Design mask_sched_flat, sky130hd; sources not shown.
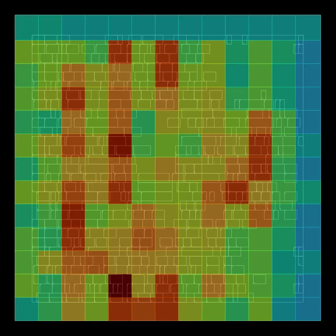
Figure 1: congestion heat map.
fin util: 63.7%
GR Layer Usage met1: 22.7%

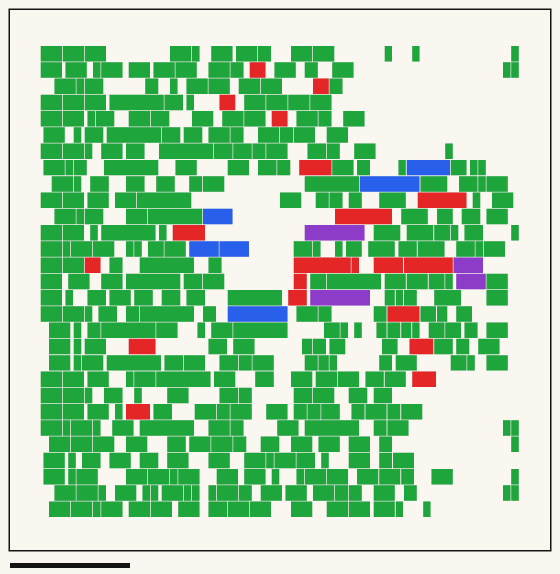
Figure 2: cell sizes after repair.
The bar under the picture is 20 µm long.
_0 and _1 cells: shown in green, cells 392, most used clkdlybuf4s50_1. _3 and _4 cells: shown in purple, cells 4. _6 and larger: shown in blue, cells 6, most used clkbuf_8. _2 cells: shown in red, cells 20, most used and2_2.
final instance area: 0.00402 mm²
Area Growth Syn to Fin: 64.2%

==> Slide: Implementation Results <==
Physical Implementation Snapshot

Placement
  • Port bufs: 157
  • Detailed placer's ending HPWL: 7.12 mm
  • Post-place setup slack: 2.02 ns
  • Placed Cells: 495

Power
  • Combinational power share: 81.8%
  • Pwr/cell area: 467 mW/mm²
  • Clk pwr share: 4.6%
  • Power, Total: 0.00188 W
  • Sequential power share: 13.6%
  • P_clk: 0.0000858 W
  • P_int: 0.000750 W
  • Worst IR drop on VDD: 0.000386 V
  • Pwr top: combinational cells
  • Net switching power: 0.00113 W
  • Seq power: 0.000256 W
  • Comb group: 0.00153 W
  • Switching share of total power: 60.0%
  • Leak: 1.63 nW

Layout
  • Top Layout Cells: clkdlybuf4s50_1, nand2_1, dfrtp_1
  • Nets: 566
  • Logic share of the area: 42.5%
  • Clock network share of area: 1.12%
  • Largest class: logic gates
  • Flop count: 21
  • Comb area: 0.00171 mm²
  • Fillers: 540
  • Sequential cell area: 528 µm²
  • Flop share of the area: 13.1%
  • Top cell excl fill/tap: clkdlybuf4s50_1
  • Fin cells: 499
  • Multi-In Gates: 234
  • ANT cells: 0
  • NonClk Buf Share: 40.6%
  • Max reg flops: 16

Synthesis
  • Ys async rst share: 100%
  • Yosys Chip Area: 0.00245 mm²
  • Synth Flop Type: dfrtp_1
  • Sequential share of the synthesized area: 21.6%
  • XOR-XNOR Cells, Area Fraction: 1.48%
  • Yosys cell count: 280
  • Synth Instances: 280
  • Average size of a mapped cell: 8.74 µm²
  • Yosys Warn Count: 0
  • Main logic family: AND-OR/OR-AND gates
  • Area of the mapped netlist: 0.00245 mm²
  • Adder-Cell Fraction of Synth Area: 4.09%
  • AND/OR/NAND/NOR Cells, Area Fraction: 21.9%
  • Mux area share: 10.7%
  • Count of library flops with an enable pin: 0

Clocking
  • Cts bufs inserted: 3
  • Hold buffer count at CTS: 0
  • Worst-path clk slew: 0.07 ns
  • CTS tree: built
  • Post_cts resized: 0
  • Post-CTS setup buffer count: 0
  • H-tree depth: 1
  • Worst skew pair latency: 0.26 ns
  • Sink Count: 21
  • CTS max path bufs: 2

Final timing
  • Fmax achieved: 205 MHz
  • Final Cycle Share: 73.8%
  • Fin Clk Skew: 0.00826 ns
  • Hold Fails Final Rpt: 0
  • Fin Setup TNS: 0 ns
  • Worst Tran Pin Value: 1.02 ns
  • Relative slew slack: 31.5%
  • WHS: 0.483 ns
  • Worst Setup Slack, final: 1.73 ns
  • Max Transition Viols Final: 0
  • RSZ-0062 raised after global routing: false
  • Final worst path period need: 4.87 ns
  • # setup viols final: 0

Global routing
  • GRT Resource Usage Total: 20.1%
  • GRT overflow: 0
  • Largest net degree at the start of global routing: 23
  • M2 GR Usage: 37.2%
  • Initial antenna violation count: 0
  • First-pass GRT wire length: 13.6 mm
  • Met3 Track Usage GR: 4.83%
  • Busiest layer in global routing: met2

Critical path
  • FF-to-FF setup slack: 2.55 ns
  • Critical Path AT: 4.21 ns
  • CP Capture Type: output port
  • Worst Path Buf+Inv: 2
  • Crit Path Category: flop to output port
  • Crit path cell chain: inv_2 -> ha_1 -> mux4_2 -> nor2b_4 -> a22oi_1 -> nor2_1 -> a221oi_1 -> nor2_1 -> clkdlybuf4s50_1
  • Crit path max fanout: 22
  • WP depth: 9
  • Crit-path slowest cell: clkdlybuf4s50_1
  • Path depth of the worst reg2reg path: 8
  • Family with the most delay on the worst path: buffers and inverters
  • Worst Setup Start Kind: flop
  • Most frequent CP cell: nor2_1

Route
  • WL met2: 4.49 mm
  • Routed Antenna Nets: 0
  • Post-Route M1 WL: 3.24 mm
  • Met3 WL: 702 µm
  • Top layer in use: met4
  • Total Routed Length: 8.58 mm
  • Total number of vias: 2,701
  • Via density: 5.41
  • First-pass DRT Iterations: 5

Run
  • Tool Warnings: 33
  • Max-cap viol count: 0

Die
  • Core Region: 0.00631 mm²
  • Die Wd: 90.3 µm
  • Die H: 90.3 µm
  • Starting Density: 38.8%
  • Total die size: 0.00815 mm²
  • Tap cells: 77
  • IO Count: 174
  • Cell Rows: 29

Hold path
  • WHS Path Cells: 2
  • Hold WC Path Type: flop to flop

Outcome
  • Status: finished, final reports clean
Yosys cell counts (3+ instances only):
cell type	n	area [µm²]
nand3b_1	3	22.5
a211o_1	14	123
and2_1	7	43.8
a22oi_1	4	30.0
mux2i_1	17	170
mux2_2	3	33.8
dfrtp_1	19	475
ha_1	8	100
a2111oi_0	12	105
o22ai_1	15	93.8
a221oi_1	18	158
clkbuf_1	7	26.3
and2_2	5	37.5
buf_2	6	30.0
buf_4	19	143
nand2b_1	3	18.8
nor2_1	11	41.3
nand2_1	42	158
a21oi_1	6	30.0
and2_0	16	100
buf_6	3	33.8
No activity file was given, so power comes from the tool's default toggle rates.
